`src/rtl/note_sequencer.sv`:
```
// note_sequencer
//   Plays a programmable note table through the tone generator. Each table
//   entry holds a duration in 48 kHz ticks, a wave select and a frequency.
//   Notes and the silent gap after each one are timed with the generator's
//   sample strobe. The block runs in the 48 MHz domain.
//
// Ports
//   i_clk48    48 MHz clock
//   i_rst48    synchronous reset, active-high
//   i_tick     48 kHz strobe from the generator, one clock wide
//   i_wr_en    note-table write strobe
//   i_wr_addr  note-table write address
//   i_wr_data  {dur[41:26], wave[25:24], freq[23:0]}
//   i_len      number of entries to play (1..DEPTH), latched on start
//   i_start    start strobe, honoured only while idle
//   i_stop     abort strobe
//   i_loop     wrap to entry 0 after the last entry
//   o_targetf  frequency to the generator
//   o_wave     {6'b0, wave} to the generator
//   o_pause    pause to the generator
//   o_busy     high whenever a sequence is active
//   o_idx      entry currently fetched or playing
//   o_done     one-cycle pulse at the end of a non-looping sequence
module note_sequencer #(
  parameter int DEPTH     = 16,
  parameter int GAP_TICKS = 48,
  localparam int AW       = $clog2(DEPTH)
) (
  input  logic          i_clk48,
  input  logic          i_rst48,
  input  logic          i_tick,
  input  logic          i_wr_en,
  input  logic [AW-1:0] i_wr_addr,
  input  logic [41:0]   i_wr_data,
  input  logic [AW:0]   i_len,
  input  logic          i_start,
  input  logic          i_stop,
  input  logic          i_loop,
  output logic [23:0]   o_targetf,
  output logic [7:0]    o_wave,
  output logic          o_pause,
  output logic          o_busy,
  output logic [AW-1:0] o_idx,
  output logic          o_done
);

  // The gap counter keeps at least one bit so GAP_TICKS = 0 still elaborates.
  localparam int GW = (GAP_TICKS > 0) ? $clog2(GAP_TICKS + 1) : 1;

  // A fetch spans three cycles: the table address register loads o_idx, the
  // table output register loads the entry, then the entry is decoded. This
  // puts the first unpaused note three edges after the start edge.
  typedef enum logic [2:0] {
    IDLE,
    FETCH_ADDR,
    FETCH_READ,
    FETCH_DATA,
    PLAY,
    GAP
  } state_t;

  state_t        state_q, state_n;
  logic [AW-1:0] idx_q, idx_n;
  logic [AW:0]   len_q, len_n;
  logic [15:0]   cnt_q, cnt_n;
  logic [GW-1:0] gcnt_q, gcnt_n;
  logic [23:0]   targetf_q, targetf_n;
  logic [1:0]    wave_q, wave_n;
  logic          pause_q, pause_n;
  logic          done_q, done_n;
  logic          busy_q;
  logic          advance;
  logic          len_ok;

  logic [41:0]   table_mem [DEPTH];
  logic [AW-1:0] rd_addr_q;
  logic [41:0]   rd_data_q;

  logic [15:0]   rd_dur;
  logic [1:0]    rd_wave;
  logic [23:0]   rd_freq;

  assign rd_dur  = rd_data_q[41:26];
  assign rd_wave = rd_data_q[25:24];
  assign rd_freq = rd_data_q[23:0];

  // Table storage is deliberately left out of reset. Reading in the same
  // block as the write makes a same-address read return the old entry.
  always_ff @(posedge i_clk48) begin
    if (i_wr_en) begin
      table_mem[i_wr_addr] <= i_wr_data;
    end
    rd_data_q <= table_mem[rd_addr_q];
  end

  assign len_ok = (i_len != '0) && (i_len <= (AW+1)'(DEPTH));

  always_comb begin
    state_n   = state_q;
    idx_n     = idx_q;
    len_n     = len_q;
    cnt_n     = cnt_q;
    gcnt_n    = gcnt_q;
    targetf_n = targetf_q;
    wave_n    = wave_q;
    pause_n   = pause_q;
    done_n    = 1'b0;
    advance   = 1'b0;

    if ((state_q != IDLE) && i_stop) begin
      state_n = IDLE;
      pause_n = 1'b1;
      idx_n   = '0;
    end else begin
      case (state_q)
        IDLE: begin
          if (i_start && !i_stop && len_ok) begin
            len_n   = i_len;
            idx_n   = '0;
            state_n = FETCH_ADDR;
          end
        end
        FETCH_ADDR: state_n = FETCH_READ;
        FETCH_READ: state_n = FETCH_DATA;
        FETCH_DATA: begin
          // A zero-length entry is skipped without touching the generator.
          if (rd_dur != '0) begin
            targetf_n = rd_freq;
            wave_n    = rd_wave;
            pause_n   = 1'b0;
            cnt_n     = rd_dur;
            state_n   = PLAY;
          end else begin
            advance = 1'b1;
          end
        end
        PLAY: begin
          if (i_tick) begin
            if (cnt_q > 16'd1) begin
              cnt_n = cnt_q - 16'd1;
            end else begin
              cnt_n = '0;
              if (GAP_TICKS > 0) begin
                pause_n = 1'b1;
                gcnt_n  = GW'(GAP_TICKS);
                state_n = GAP;
              end else begin
                advance = 1'b1;
              end
            end
          end
        end
        GAP: begin
          if (i_tick) begin
            if (gcnt_q > GW'(1)) begin
              gcnt_n = gcnt_q - GW'(1);
            end else begin
              gcnt_n  = '0;
              advance = 1'b1;
            end
          end
        end
        default: state_n = IDLE;
      endcase

      if (advance) begin
        if (((AW+1)'(idx_q) + (AW+1)'(1)) < len_q) begin
          idx_n   = idx_q + AW'(1);
          state_n = FETCH_ADDR;
        end else if (i_loop) begin
          idx_n   = '0;
          state_n = FETCH_ADDR;
        end else begin
          idx_n   = '0;
          pause_n = 1'b1;
          done_n  = 1'b1;
          state_n = IDLE;
        end
      end
    end
  end

  always_ff @(posedge i_clk48) begin
    if (i_rst48) begin
      state_q   <= IDLE;
      idx_q     <= '0;
      len_q     <= '0;
      cnt_q     <= '0;
      gcnt_q    <= '0;
      targetf_q <= '0;
      wave_q    <= '0;
      pause_q   <= 1'b1;
      done_q    <= 1'b0;
      busy_q    <= 1'b0;
      rd_addr_q <= '0;
    end else begin
      state_q   <= state_n;
      idx_q     <= idx_n;
      len_q     <= len_n;
      cnt_q     <= cnt_n;
      gcnt_q    <= gcnt_n;
      targetf_q <= targetf_n;
      wave_q    <= wave_n;
      pause_q   <= pause_n;
      done_q    <= done_n;
      busy_q    <= (state_n != IDLE);
      rd_addr_q <= idx_q;
    end
  end

  assign o_targetf = targetf_q;
  assign o_wave    = {6'b0, wave_q};
  assign o_pause   = pause_q;
  assign o_busy    = busy_q;
  assign o_idx     = idx_q;
  assign o_done    = done_q;

endmodule

```
`config.mk`:
```
export PLATFORM = sky130hd
export DESIGN_NAME = note_sequencer
export DESIGN_NICKNAME = d
export VERILOG_FILES = /design/src/rtl/note_sequencer.sv
export SDC_FILE = /design/constraint.sdc
export NUM_CORES = 1
export LEC_CHECK = 0
export ABC_AREA = 1
export CAP_MARGIN = 20
export CORE_MARGIN = 8
export CORE_UTILIZATION = 63
export CTS_BUF_LIST = sky130_fd_sc_hd__clkbuf_8
export DETAILED_ROUTE_END_ITERATION = 6
export PLACE_DENSITY = 0.91
export RECOVER_POWER = 50
export SLEW_MARGIN = 10
export SYNTH_ARGS = -nofsm -noshare
export SYNTH_HDL_FRONTEND = slang
export SYNTH_SLANG_ARGS = --single-unit
```
`constraint.sdc`:
```
create_clock -name i_clk48 -period 3.76 [get_ports i_clk48]
set_clock_uncertainty 0.2 [all_clocks]
set_input_delay 0.752 -clock i_clk48 [delete_from_list [all_inputs] [get_ports i_clk48]]
set_output_delay 0.752 -clock i_clk48 [all_outputs]
set_load 0.03 [all_outputs]
```
### Routed clock nets over the placement

(2 px per um)
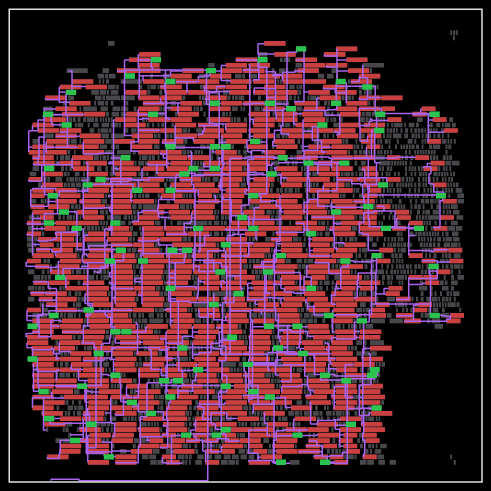
[purple] clock wires | length: 8770 um
[red] flip-flops | count: 781
[green] clock drivers | count: 115
routed clock nets: 116
flops lie: all over the die
clock power share: 0.403
clock network power: 6.81 mW
clk latency late pin: 0.72 ns

### Metal 3

(1.5 px per um) Cells faint in the background.
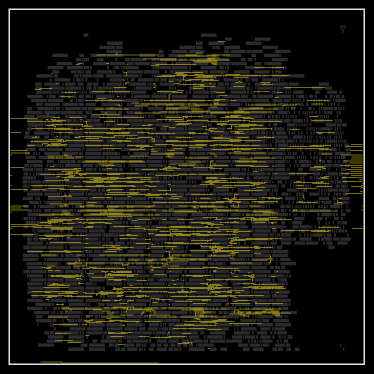
longest straight run: 75.9 um
main direction: horizontal
share of all routed wire: 11%
nets with wire on the layer: 434
M3 GR Usage: 0.0556
DR vias: 21200
final wirelength: 77600 um

### Clock routing

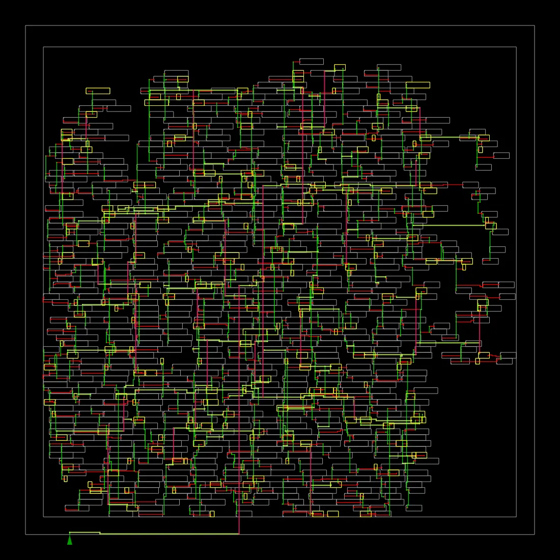
CTS buffer count: 115
CTS Sinks: 781
seq_cells: 781
CLK BUF: 130

==> results.toml <==
# generated from flow reports
[status]
status = "complete, but fails checks"
violations = "capacitance limit, slew limit"

[die]
die_h_um = 236

[critical_path]
cp_data_required_time_ns = 3.86
crit_start = "i_wr_addr[1]"
cp-end-kind = "register"

[power]
power_mw = 16.9

[sta]
fin_setup_tns_ns = 0
slew_viol_final = 43

[final_layout]
fin_cells = 3230
syn_to_final_growth_pct = 12.7
n_fill_cell = 2803
largest_reg_flops = 672

[grt]
grt_usage = 0.269
overflow = 0

[synthesis]
yosysWarnings = 0
syn_avg_cell_area_um2 = 12.6
edf_count = 672
postSynth.asyncResetShare = 0
ys_cells = 2420

[run]
maxCapViolations = 1

[worst_hold_path]
min_path_cells = 2

[cts]
cts_tree = "built"
cts_max_level = 3
clock_path_buffers = 3

[route]
via_per_inst = 6.57

[placement]
dpl_cell_area_mm2 = 0.0320
### Cell classes on the final placement

(1 px per um)
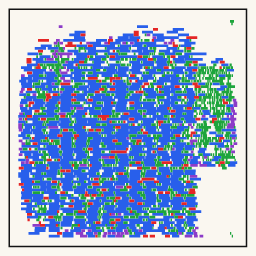
[red] clock drivers and dummy loads | cells: 220 | share of their area: 6.9%
[green] combinational and other logic | cells: 1485 | share of their area: 22%
[blue] sequential cells | cells: 781 | share of their area: 67%
[purple] remaining buffers and delay cells | cells: 128 | share of their area: 4.0%
FP Rows: 80
Core ar.: 0.0476 mm2
Final Instance Area: 0.0343 mm2

### Wires at chosen ports, followed through buffers

(2 px per um)
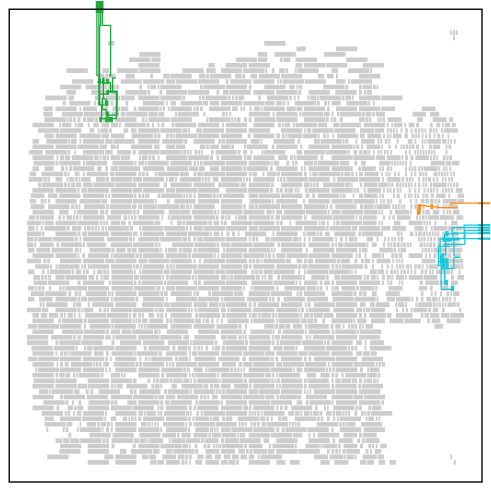
[orange] i_tick | bits: 1 | direction: input | edge: right | end cells: 3 | buffers: 1 | wire: 40.1 um
[cyan] i_len | bits: 5 | direction: input | edge: right | end cells: 9 | buffers: 5 | wire: 223 um
[green] i_wr_addr | bits: 4 | direction: input | edge: top | end cells: 10 | buffers: 4 | wire: 275 um
port bufs: 90
I/O pin total: 97

## cells by family (layout without fill, tap and decap cells)
family / Yosys count / after routing / synth area share
flip-flops: 781 / 781 / 0.736
adder cells (fa/ha/maj): 9 / 9 / 0.00370
XOR/XNOR: 6 / 6 / 0.00173
AND/OR/NAND/NOR: 740 / 740 / 0.0982
other: 1 / 7 / 0.000123
AND-OR/OR-AND: 631 / 631 / 0.125
buffers and inverters: 252 / 441 / 0.0359
## final cells by class
class / instances / share of cell area
inverters: 93 / 0.0105
repair buffers: 128 / 0.0394
clock inverters: 90 / 0.0157
clock buffers: 130 / 0.0522
multi-input cells: 1392 / 0.207
flip-flops and latches: 781 / 0.653
well taps: 615 / 0.0225
diodes: 1 / 0.0000730
Power figures rest on the tool's default switching activity, not on a simulated workload.
